File: config.mk
export PLATFORM = sky130hd
export DESIGN_NAME = cpu_bus_arb_flat
export DESIGN_NICKNAME = d
export VERILOG_FILES = /design/src/rtl/cpu_bus_arb_pkg.sv /design/src/rtl/cpu_bus_arb_if.sv /design/src/rtl/cpu_bus_arb.sv /design/src/flat_wrapper.sv
export SDC_FILE = /design/constraint.sdc
export NUM_CORES = 1
export LEC_CHECK = 0
export CAP_MARGIN = 10
export CORE_AREA = 5 5 122 124
export DETAILED_ROUTE_END_ITERATION = 16
export DIE_AREA = 0 0 127 129
export SKIP_LAST_GASP = 1
export SYNTH_ARGS = -nofsm -noshare
export SYNTH_HDL_FRONTEND = slang
export SYNTH_SLANG_ARGS = --single-unit
File: constraint.sdc
create_clock -name clk_i -period 2.5 [get_ports clk_i]
set_input_delay 0.5 -clock clk_i [delete_from_list [all_inputs] [get_ports clk_i]]
set_output_delay 0.5 -clock clk_i [all_outputs]
set_load 0.02 [all_outputs]
File: src/rtl/cpu_bus_arb_pkg.sv
`default_nettype none
// ============================================================================
//  Module   : bexkat1Def (package)
//  Brief    : Shared CPU bus definitions: arbiter state encoding, grant codes
//             and Wishbone field widths.
//  Revision : 1.0 - initial release
// ============================================================================
package bexkat1Def;

   // Wishbone field widths shared by every bus endpoint in the core
   localparam int c_wb_adr_w = 32;
   localparam int c_wb_dat_w = 32;
   localparam int c_wb_sel_w = 4;

   // Grant encoding seen on the debug grant output
   localparam logic [1:0] c_grant_none = 2'd0;
   localparam logic [1:0] c_grant_ins  = 2'd1;
   localparam logic [1:0] c_grant_dat  = 2'd2;

   // Arbiter ownership states; encodings line up with the grant codes
   typedef enum logic [1:0] {
      IDLE = 2'd0,
      INS  = 2'd1,
      DAT  = 2'd2
   } arb_state_t;

endpackage : bexkat1Def
`default_nettype wire

File: src/rtl/cpu_bus_arb_if.sv
`default_nettype none
// ============================================================================
//  Module   : if_wb
//  Brief    : Pipelined Wishbone bundle. The master drives cycle/strobe and
//             the request fields; the slave returns data, ack and stall.
//  Revision : 1.0 - initial release
// ============================================================================
interface if_wb;
   import bexkat1Def::*;

   logic                  cyc;
   logic                  stb;
   logic                  we;
   logic [c_wb_sel_w-1:0] sel;
   logic [c_wb_adr_w-1:0] adr;
   logic [c_wb_dat_w-1:0] dat_m;
   logic [c_wb_dat_w-1:0] dat_s;
   logic                  ack;
   logic                  stall;

   modport master (output cyc, stb, we, sel, adr, dat_m,
                   input  dat_s, ack, stall);

   modport slave  (input  cyc, stb, we, sel, adr, dat_m,
                   output dat_s, ack, stall);

endinterface : if_wb
`default_nettype wire

File: src/rtl/cpu_bus_arb.sv
`default_nettype none
// ============================================================================
//  Module   : cpu_bus_arb
//  Brief    : Two-requester (instruction fetch / load-store) arbiter onto a
//             single pipelined Wishbone memory port. Non-preemptive tenures,
//             alternating priority on contention, outstanding-strobe limit.
//  Revision : 1.0 - initial release
// ============================================================================
module cpu_bus_arb
   import bexkat1Def::*;
#(
   parameter int MAX_OUT = 8,
   parameter int CNT_W   = 4
)(
   input  logic       clk_i,
   input  logic       rst_i,
   if_wb.slave        ins_bus,
   if_wb.slave        dat_bus,
   if_wb.master       mem_bus,
   output logic [1:0] grant
);

   localparam logic [CNT_W-1:0] c_cnt_max = CNT_W'(MAX_OUT);
   localparam logic [CNT_W-1:0] c_cnt_one = CNT_W'(1);

   arb_state_t             r_state;
   arb_state_t             w_state_nxt;
   logic                   r_last_dat;
   logic                   w_last_dat_nxt;
   logic [CNT_W-1:0]       r_out_cnt;
   logic [CNT_W-1:0]       w_out_cnt_nxt;

   logic                   w_own_cyc;
   logic                   w_own_stb;
   logic                   w_own_we;
   logic [c_wb_sel_w-1:0]  w_own_sel;
   logic [c_wb_adr_w-1:0]  w_own_adr;
   logic [c_wb_dat_w-1:0]  w_own_dat;

   logic                   w_cnt_zero;
   logic                   w_full;
   logic                   w_mem_stb;
   logic                   w_accept;
   logic                   w_ack_ok;

   assign w_cnt_zero = (r_out_cnt == '0);
   assign w_full     = (r_out_cnt == c_cnt_max);
   // Strobes are withheld once the outstanding window is full
   assign w_mem_stb  = w_own_cyc & w_own_stb & ~w_full;
   assign w_accept   = w_mem_stb & ~mem_bus.stall;
   // An ack with nothing outstanding is spurious and is swallowed
   assign w_ack_ok   = mem_bus.ack & ~w_cnt_zero;

   // Select the request fields of whichever requester owns the bus
   always_comb begin
      w_own_cyc = 1'b0;
      w_own_stb = 1'b0;
      w_own_we  = 1'b0;
      w_own_sel = '0;
      w_own_adr = '0;
      w_own_dat = '0;
      case (r_state)
         INS: begin
            w_own_cyc = ins_bus.cyc;
            w_own_stb = ins_bus.stb;
            w_own_we  = ins_bus.we;
            w_own_sel = ins_bus.sel;
            w_own_adr = ins_bus.adr;
            w_own_dat = ins_bus.dat_m;
         end
         DAT: begin
            w_own_cyc = dat_bus.cyc;
            w_own_stb = dat_bus.stb;
            w_own_we  = dat_bus.we;
            w_own_sel = dat_bus.sel;
            w_own_adr = dat_bus.adr;
            w_own_dat = dat_bus.dat_m;
         end
         default: ;
      endcase
   end

   // Ownership decision: dat first unless it was served last, no preemption
   always_comb begin
      w_state_nxt    = r_state;
      w_last_dat_nxt = r_last_dat;
      case (r_state)
         IDLE: begin
            if (dat_bus.cyc && (!ins_bus.cyc || !r_last_dat)) begin
               w_state_nxt    = DAT;
               w_last_dat_nxt = 1'b1;
            end else if (ins_bus.cyc) begin
               w_state_nxt    = INS;
               w_last_dat_nxt = 1'b0;
            end
         end
         INS, DAT: begin
            // Tenure ends only once the owner is done and nothing is in flight
            if (!w_own_cyc && w_cnt_zero) begin
               w_state_nxt = IDLE;
            end
         end
         default: w_state_nxt = IDLE;
      endcase
   end

   // Outstanding count: +1 per accepted strobe, -1 per valid ack
   always_comb begin
      w_out_cnt_nxt = r_out_cnt;
      if (w_accept && !w_ack_ok) begin
         w_out_cnt_nxt = r_out_cnt + c_cnt_one;
      end else if (!w_accept && w_ack_ok) begin
         w_out_cnt_nxt = r_out_cnt - c_cnt_one;
      end
   end

   // Bus steering; reset forces the quiet idle view regardless of state
   always_comb begin
      grant         = c_grant_none;
      mem_bus.cyc   = 1'b0;
      mem_bus.stb   = 1'b0;
      mem_bus.we    = 1'b0;
      mem_bus.sel   = '0;
      mem_bus.adr   = '0;
      mem_bus.dat_m = '0;
      ins_bus.stall = 1'b1;
      ins_bus.ack   = 1'b0;
      ins_bus.dat_s = '0;
      dat_bus.stall = 1'b1;
      dat_bus.ack   = 1'b0;
      dat_bus.dat_s = '0;
      if (!rst_i && (r_state == INS || r_state == DAT)) begin
         // cyc stays up after the owner drops it until all acks are back
         mem_bus.cyc   = w_own_cyc | ~w_cnt_zero;
         mem_bus.stb   = w_mem_stb;
         mem_bus.we    = w_own_we;
         mem_bus.sel   = w_own_sel;
         mem_bus.adr   = w_own_adr;
         mem_bus.dat_m = w_own_dat;
         if (r_state == INS) begin
            grant         = c_grant_ins;
            ins_bus.stall = mem_bus.stall | w_full;
            ins_bus.ack   = w_ack_ok;
            ins_bus.dat_s = mem_bus.dat_s;
         end else begin
            grant         = c_grant_dat;
            dat_bus.stall = mem_bus.stall | w_full;
            dat_bus.ack   = w_ack_ok;
            dat_bus.dat_s = mem_bus.dat_s;
         end
      end
   end

   // State, fairness marker and outstanding counter registers
   always_ff @(posedge clk_i) begin
      if (rst_i) begin
         r_state    <= IDLE;
         r_last_dat <= 1'b0;
         r_out_cnt  <= '0;
      end else begin
         r_state    <= w_state_nxt;
         r_last_dat <= w_last_dat_nxt;
         r_out_cnt  <= w_out_cnt_nxt;
      end
   end

endmodule : cpu_bus_arb
`default_nettype wire

File: src/flat_wrapper.sv
// flat-port wrapper written by rule: the top's interface ports become plain ports
module cpu_bus_arb_flat import bexkat1Def::*;
#(
   parameter int MAX_OUT = 8,
   parameter int CNT_W   = 4
)
  (clk_i, rst_i, grant, ins_bus_cyc, ins_bus_stb, ins_bus_we, ins_bus_sel, ins_bus_adr, ins_bus_dat_m, ins_bus_dat_s, ins_bus_ack, ins_bus_stall, dat_bus_cyc, dat_bus_stb, dat_bus_we, dat_bus_sel, dat_bus_adr, dat_bus_dat_m, dat_bus_dat_s, dat_bus_ack, dat_bus_stall, mem_bus_cyc, mem_bus_stb, mem_bus_we, mem_bus_sel, mem_bus_adr, mem_bus_dat_m, mem_bus_dat_s, mem_bus_ack, mem_bus_stall);
  if_wb ins_bus_i ();
  if_wb dat_bus_i ();
  if_wb mem_bus_i ();
  input  logic clk_i;
  input  logic rst_i;
  output logic [1:0] grant;
  input wire logic [$bits(ins_bus_i.cyc)-1:0] ins_bus_cyc;
  input wire logic [$bits(ins_bus_i.stb)-1:0] ins_bus_stb;
  input wire logic [$bits(ins_bus_i.we)-1:0] ins_bus_we;
  input wire logic [$bits(ins_bus_i.sel)-1:0] ins_bus_sel;
  input wire logic [$bits(ins_bus_i.adr)-1:0] ins_bus_adr;
  input wire logic [$bits(ins_bus_i.dat_m)-1:0] ins_bus_dat_m;
  output wire logic [$bits(ins_bus_i.dat_s)-1:0] ins_bus_dat_s;
  output wire logic [$bits(ins_bus_i.ack)-1:0] ins_bus_ack;
  output wire logic [$bits(ins_bus_i.stall)-1:0] ins_bus_stall;
  input wire logic [$bits(dat_bus_i.cyc)-1:0] dat_bus_cyc;
  input wire logic [$bits(dat_bus_i.stb)-1:0] dat_bus_stb;
  input wire logic [$bits(dat_bus_i.we)-1:0] dat_bus_we;
  input wire logic [$bits(dat_bus_i.sel)-1:0] dat_bus_sel;
  input wire logic [$bits(dat_bus_i.adr)-1:0] dat_bus_adr;
  input wire logic [$bits(dat_bus_i.dat_m)-1:0] dat_bus_dat_m;
  output wire logic [$bits(dat_bus_i.dat_s)-1:0] dat_bus_dat_s;
  output wire logic [$bits(dat_bus_i.ack)-1:0] dat_bus_ack;
  output wire logic [$bits(dat_bus_i.stall)-1:0] dat_bus_stall;
  output wire logic [$bits(mem_bus_i.cyc)-1:0] mem_bus_cyc;
  output wire logic [$bits(mem_bus_i.stb)-1:0] mem_bus_stb;
  output wire logic [$bits(mem_bus_i.we)-1:0] mem_bus_we;
  output wire logic [$bits(mem_bus_i.sel)-1:0] mem_bus_sel;
  output wire logic [$bits(mem_bus_i.adr)-1:0] mem_bus_adr;
  output wire logic [$bits(mem_bus_i.dat_m)-1:0] mem_bus_dat_m;
  input wire logic [$bits(mem_bus_i.dat_s)-1:0] mem_bus_dat_s;
  input wire logic [$bits(mem_bus_i.ack)-1:0] mem_bus_ack;
  input wire logic [$bits(mem_bus_i.stall)-1:0] mem_bus_stall;
  assign ins_bus_i.cyc = ins_bus_cyc;
  assign ins_bus_i.stb = ins_bus_stb;
  assign ins_bus_i.we = ins_bus_we;
  assign ins_bus_i.sel = ins_bus_sel;
  assign ins_bus_i.adr = ins_bus_adr;
  assign ins_bus_i.dat_m = ins_bus_dat_m;
  assign ins_bus_dat_s = ins_bus_i.dat_s;
  assign ins_bus_ack = ins_bus_i.ack;
  assign ins_bus_stall = ins_bus_i.stall;
  assign dat_bus_i.cyc = dat_bus_cyc;
  assign dat_bus_i.stb = dat_bus_stb;
  assign dat_bus_i.we = dat_bus_we;
  assign dat_bus_i.sel = dat_bus_sel;
  assign dat_bus_i.adr = dat_bus_adr;
  assign dat_bus_i.dat_m = dat_bus_dat_m;
  assign dat_bus_dat_s = dat_bus_i.dat_s;
  assign dat_bus_ack = dat_bus_i.ack;
  assign dat_bus_stall = dat_bus_i.stall;
  assign mem_bus_cyc = mem_bus_i.cyc;
  assign mem_bus_stb = mem_bus_i.stb;
  assign mem_bus_we = mem_bus_i.we;
  assign mem_bus_sel = mem_bus_i.sel;
  assign mem_bus_adr = mem_bus_i.adr;
  assign mem_bus_dat_m = mem_bus_i.dat_m;
  assign mem_bus_i.dat_s = mem_bus_dat_s;
  assign mem_bus_i.ack = mem_bus_ack;
  assign mem_bus_i.stall = mem_bus_stall;
  cpu_bus_arb #(.MAX_OUT(MAX_OUT), .CNT_W(CNT_W)) u_core (.clk_i(clk_i), .rst_i(rst_i), .ins_bus(ins_bus_i), .dat_bus(dat_bus_i), .mem_bus(mem_bus_i), .grant(grant));
endmodule
Fig. 1: run 1, wires at chosen ports, followed through buffers
(2 px per um)
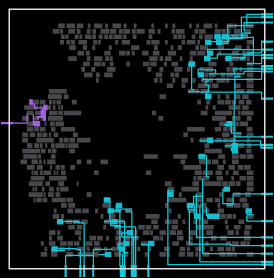
[dat_bus_dat_m] cyan | bits: 32 | direction: input | end cells: 32 | buffers: 32 | wire: 1310 um
[dat_bus_cyc] purple | bits: 1 | direction: input | end cells: 5 | buffers: 2 | wire: 41.7 um

Fig. 2: run 1, placement view
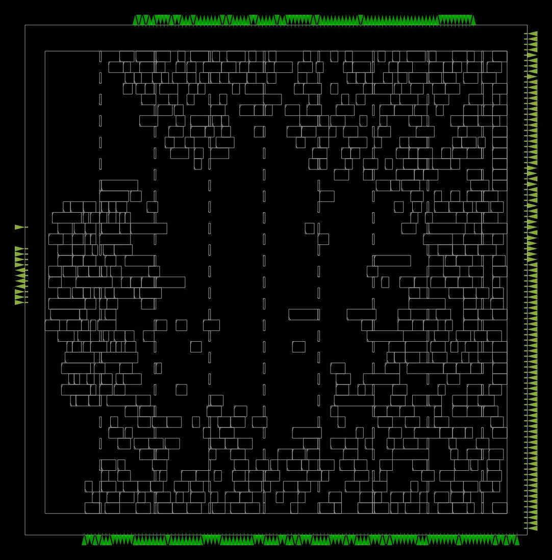
row cnt: 43
# fillers: 1438
seq_cells: 7
Util after Layout: 38.57%

==> qor.yml, run 1 <==
detailed_routing:
  first_pass_iters: 4
  vias: 3213
  routed_wirelength_um: 16390
  ant_nets: 0
die:
  fp_util_pct: 12.33
  taps: 180
  core_um2: 13670
  io_pins: 319
  die_y_um: 129
synthesis:
  synth_stat.cells: 228
  synth-warning-count: 0
  top_cell_area_share_pct: 36.38
  common_cells: "a22o_1 (70), and2_1 (34), and3_1 (32), buf_2 (15), nor2_1 (11)"
  syn_inst: 228
  ys.flops: 7
  ys.flop_type: "dfxtp_1"
  ys_area_um2: 1685
  avgSynthCellArea_um2: 7.392
  synth-edff-count: 0
  yosysMostFrequentCell: "a22o_1"
  ys_seq_share_pct: 8.315
  ys_async_sr_fraction_pct: 0
  mappedNetlistArea_um2: 1685
layout:
  logic_area_um2: 1458
  seq_share_pct: 2.682
  final_cell_area_um2: 5271
  dominant_cells: "non-clock buffers"
  clock_area_share_pct: 1.495
  clkbuf_count: 4
  buffer_area_share_pct: 63.61
  syn2layout_area_growth_pct: 212.8
  signal_buffers: 362
  nets: 753
  final_layout_size_suffix_gt1_share_pct: 29.28
  register_area_um2: 141.4
clocking:
  cts_buffer_depth: 2
  root_buffer: "clkbuf_16"
  cts.htree.levels: 1
  cts_buffers: 3
  clk_pin_slew_ps: 40
  cts_setup_buffers: 0
  cts_resized: 192
  cts_hold_buf: 0
  clkLatencyLatePin_ps: 230
  cts.sinks: 7
sta:
  hold_violations: 0
  fin_ws_ps: -9.946
  fin_hold_ws_ps: 508.5
  max_slew_margin_pct: 81.14
  setup_viol: 4
  maxSlewViolCount: 0
critical_path:
  cpMaxStageDelayCell: "clkdlybuf4s50_1"
  cp-start-kind: "input pin"
  path_max_fanout: 4
  crit_type: "in -> reg"
  cpPeakStageDelay_ps: 460
  crit_arrival_ps: 2630
  required_ps: 2620
  endpoint_kind: "register"
  critPathBufInv: 2
  rr_endpoint: "u_core.r_out_cnt[3]"
  r2r_start: "u_core.r_state[1]"
  reg2reg_depth: 13
  startpoint: "dat_bus_stb"
  crit_cells: 12
placed_design:
  globalplace.congestion: 0.9582
  place_area_um2: 5238
  port_buffers: 318
grt:
  track_usage_pct: 16.50
  antenna_found_initial: 0
  grt_max_degree: 34
  grt_overflow: 0
power_and_ir_drop:
  peakVddDrop_mv: 0.4561
  p_total_uw: 1831
  leakage_uw: 0.003037
  power.density_nw_per_um2: 347.4
hold_path:
  worstHoldPathCells: 1
  hold_class: "reg -> reg"
  whs_endpoint: "u_core.r_last_dat"
  worstHoldStart: "u_core.r_last_dat"
flow_run:
  drv_cap: 0
  tool_warnings: 30
run_status:
  outcome: "complete, but fails checks"
  violations: "setup timing"
Fig. 3: run 1, cell area per tile
(3 px per um) The die is cut into 13 by 13 equal tiles; dark blue is low, red is high, 0 to 100% covered.
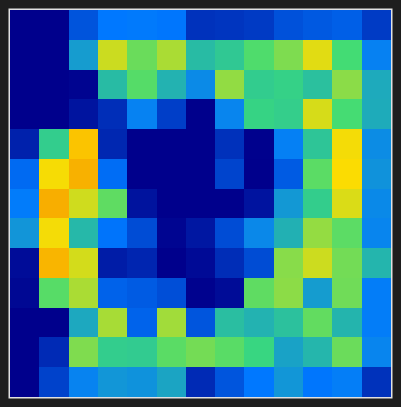
nearly empty tiles: 17%
mean over tiles: 31%
fullest tile: 80%
tiles over 75% full: 2.4%
emptiest ninth of the die: center

-- run 1: state kept, by name (all words and copies together), names as in the netlist --
name	flops
u_core.r_last_dat	1
u_core.r_out_cnt	4
u_core.r_state	2
-- run 1: logic make-up after synthesis --
family	after synthesis	share of synthesized area, %
compound gates	86	42.32
mux	2	1.262
xor+xnor	2	1.040
buf+inv	32	8.908
simple gates	92	32.52
fa+ha+maj	7	5.642
flops	7	8.315
-- run 1: per-stage QoR --
step,TNS (ps),utilization [%],std cells,worst slack (ps)
2_1_floorplan,0,-,228,14.62
3_3_place_gp,-44530,38.33,728,-444.3
3_5_place_dp,-44450,38.33,728,-451.4
4_1_cts,-7431,38.77,733,-155.1
5_1_grt,-1681,38.57,747,-174.9
6_report,-19.14,38.57,747,-9.946
-- run 1: routing by layer --
layer | wire, um | global-route usage (%)
met4 | 337 | 2.650
met2 | 8546 | 31.85
met3 | 1096 | 3.445
met1 | 6408 | 18.90
met5 | 0 | 0
-- run 1: cell usage in the layout, fill, tap and decap left out, types with 2 or more instances in the layout --
cell,instances
a21oi_1,6
a22o_1,68
buf_4,36
dlygate4sd2_1,7
nand2_1,4
inv_1,3
buf_6,4
clkbuf_16,10
ha_4,2
ha_1,4
nand3_1,2
buf_12,6
buf_8,2
o21ai_0,2
buf_2,36
nor2_1,10
and3_1,32
dfxtp_1,6
dlymetal6s2s_1,32
and2_4,3
and2_1,32
a22o_4,2
nor3_1,2
clkbuf_2,54
clkdlybuf4s50_1,176
-- run 1: where the power goes --
group	internal, uW	leakage (uW)	switching, uW
clock	212	0.0000382	60.4
sequential	142	0.0000580	28.4
combinational	725	0.00294	663
--- run 2 (diff from run 1) ---
--- a/config.mk
+++ b/config.mk
@@ -7,8 +7,10 @@
 export LEC_CHECK = 0
 export CAP_MARGIN = 10
 export CORE_AREA = 5 5 122 124
+export CTS_CLUSTER_SIZE = 40
 export DETAILED_ROUTE_END_ITERATION = 16
 export DIE_AREA = 0 0 127 129
+export HOLD_SLACK_MARGIN = 0.02
 export SKIP_LAST_GASP = 1
 export SYNTH_ARGS = -nofsm -noshare
 export SYNTH_HDL_FRONTEND = slang
Fig. 4: run 2, cell area per tile
(3 px per um) The die is cut into 13 by 13 equal tiles; dark blue is low, red is high, 0 to 100% covered.
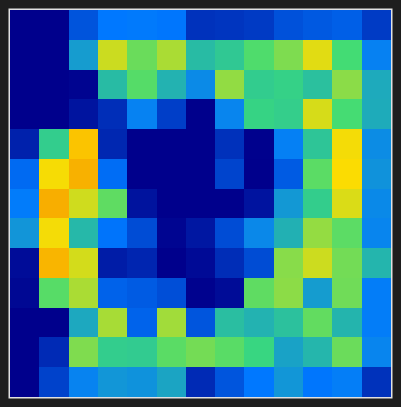
nearly empty tiles: 17%
emptiest ninth of the die: center
tiles over 75% full: 2.4%
fullest tile: 80%
mean over tiles: 31%

Fig. 5: run 2, placement by cell class
(3 px per um)
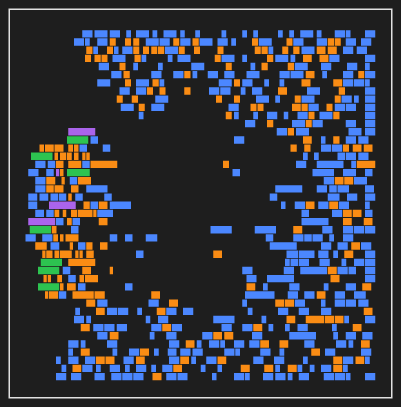
[clock drivers and dummy loads] purple | cells: 4 | share of their area: 1.6%
[other buffers and delay cells] blue | cells: 362 | share of their area: 66%
[all other logic] orange | cells: 194 | share of their area: 29%
[flip-flops] green | cells: 7 | share of their area: 2.8%

==> run 2 against run 1 <==
- the run still ends with setup timing left
- global-route usage did not move
- final area did not move
- worst setup slack is the same
- first-iteration DRC count did not move
- maximum frequency unchanged
- power unchanged
- wire length did not move
- core utilization did not move
- synthesized cell count unchanged
- area after synthesis did not move
- sequential power is essentially flat
- final cell count did not move
==> qor.yml, run 2 <==
synthesis:
  ys_async_sr_fraction_pct: 0  # unchanged
  top_cell_area_share_pct: 36.38  # unchanged
  yosysMostFrequentCell: "a22o_1"
  ys_seq_share_pct: 8.315  # unchanged
  common_cells: "a22o_1 (70), and2_1 (34), and3_1 (32), buf_2 (15), nor2_1 (11)"
grt:
  grt_use_met3_pct: 3.445  # unchanged
sta:
  setup_viol: 4  # unchanged
  hold_violations: 0  # unchanged
  fin_hold_ws_ps: 508.5  # unchanged
  fin_ws_ps: -9.946  # unchanged
clocking:
  clkLatencyLatePin_ps: 230  # about the same
  cts_hold_buf: 0  # unchanged
  cts.sinks: 7  # unchanged
layout:
  nets: 753  # unchanged
  utilization_pct: 38.57  # unchanged
  logic_area_um2: 1458  # unchanged
  syn2layout_area_growth_pct: 212.8  # unchanged
  largest_reg_flops: 4  # unchanged
  reg_top3: "u_core.r_out_cnt x4, u_core.r_state x2, u_core.r_last_dat x1"
  final_cell_area_um2: 5271  # unchanged
die:
  core_um2: 13670  # unchanged
  die_y_um: 129  # unchanged
run_status:
  violations: "setup timing"
  outcome: "complete, but fails checks"
detailed_routing:
  wl_met2_um: 8546  # unchanged
  routed-wl-met3_um: 1096  # unchanged
  ant_nets: 0  # unchanged
  first_pass_iters: 4  # unchanged
  routed_wirelength_um: 16390  # unchanged
placed_design:
  place_inst: 728  # unchanged
power_and_ir_drop:
  p_total_uw: 1831  # unchanged
  peakVddDrop_mv: 0.4561  # unchanged
  swShare_pct: 41.05  # unchanged
  leakage_uw: 0.003037  # unchanged
critical_path:
  crit_arrival_ps: 2630  # about the same
  cp-start-kind: "input pin"
flow_run:
  drv_cap: 0  # unchanged
## run 2: final timing paths
check / slack [ps] / end / depth (start not counted)
hold reg to reg: 510 / u_core.r_last_dat / 1
setup reg to reg: 30 / u_core.r_out_cnt[3] / 13
setup / recovery: -10 / u_core.r_out_cnt[3] / 12
hold / removal: 510 / u_core.r_last_dat / 1
## run 2: power groups by stage
stage	Combinational [uW]	Clock (uW)	Sequential [uW]
6_report	1390	273	171
5_1_grt	1500	285	176
4_1_cts	1360	279	168
3_5_place_dp	1410	0	170
3_3_place_gp	1400	0	168
2_1_floorplan	611	0	170
## run 2: worst max-delay path, cell delays in order
cell and delay [ps]:
clkdlybuf4s50_1 460, a22oi_1 80, a21oi_1 130, nand3_1 110
nor2_1 100, ha_1 180, inv_2 70, ha_4 220
a21oi_2 150, a211oi_1 80, a31oi_1 180, mux2_2 350
## run 2: logic make-up (layout without fill, tap and decap cells)
group | Yosys count | after routing | synth area share, %
AOI/OAI and AO/OA | 86 | 86 | 42.32
adders and majority gates | 7 | 7 | 5.642
muxes | 2 | 2 | 1.262
and+or+nand+nor | 92 | 93 | 32.52
DFF | 7 | 7 | 8.315
buffers and inverters | 32 | 370 | 8.908
xor gates and xnor gates | 2 | 2 | 1.040
## run 2: repair_timing
action	in CTS	in global routing
setup buffers	0	4
gates resized	192	178
endpoints found under the setup margin	139	129
gates cloned	1	10
endpoints found under the hold margin	0	0
pin swaps	0	3
## run 2: cell type report
| cell class | instances | area share, % |
|---|---|---|
| timing repair buffer | 362 | 63.61 |
| multi-input combinational | 190 | 27.65 |
| tap | 180 | 4.272 |
| sequential | 7 | 2.682 |
| clock buffer | 4 | 1.495 |
| inverter | 4 | 0.2848 |
No activity file was given, so power comes from the tool's default toggle rates.
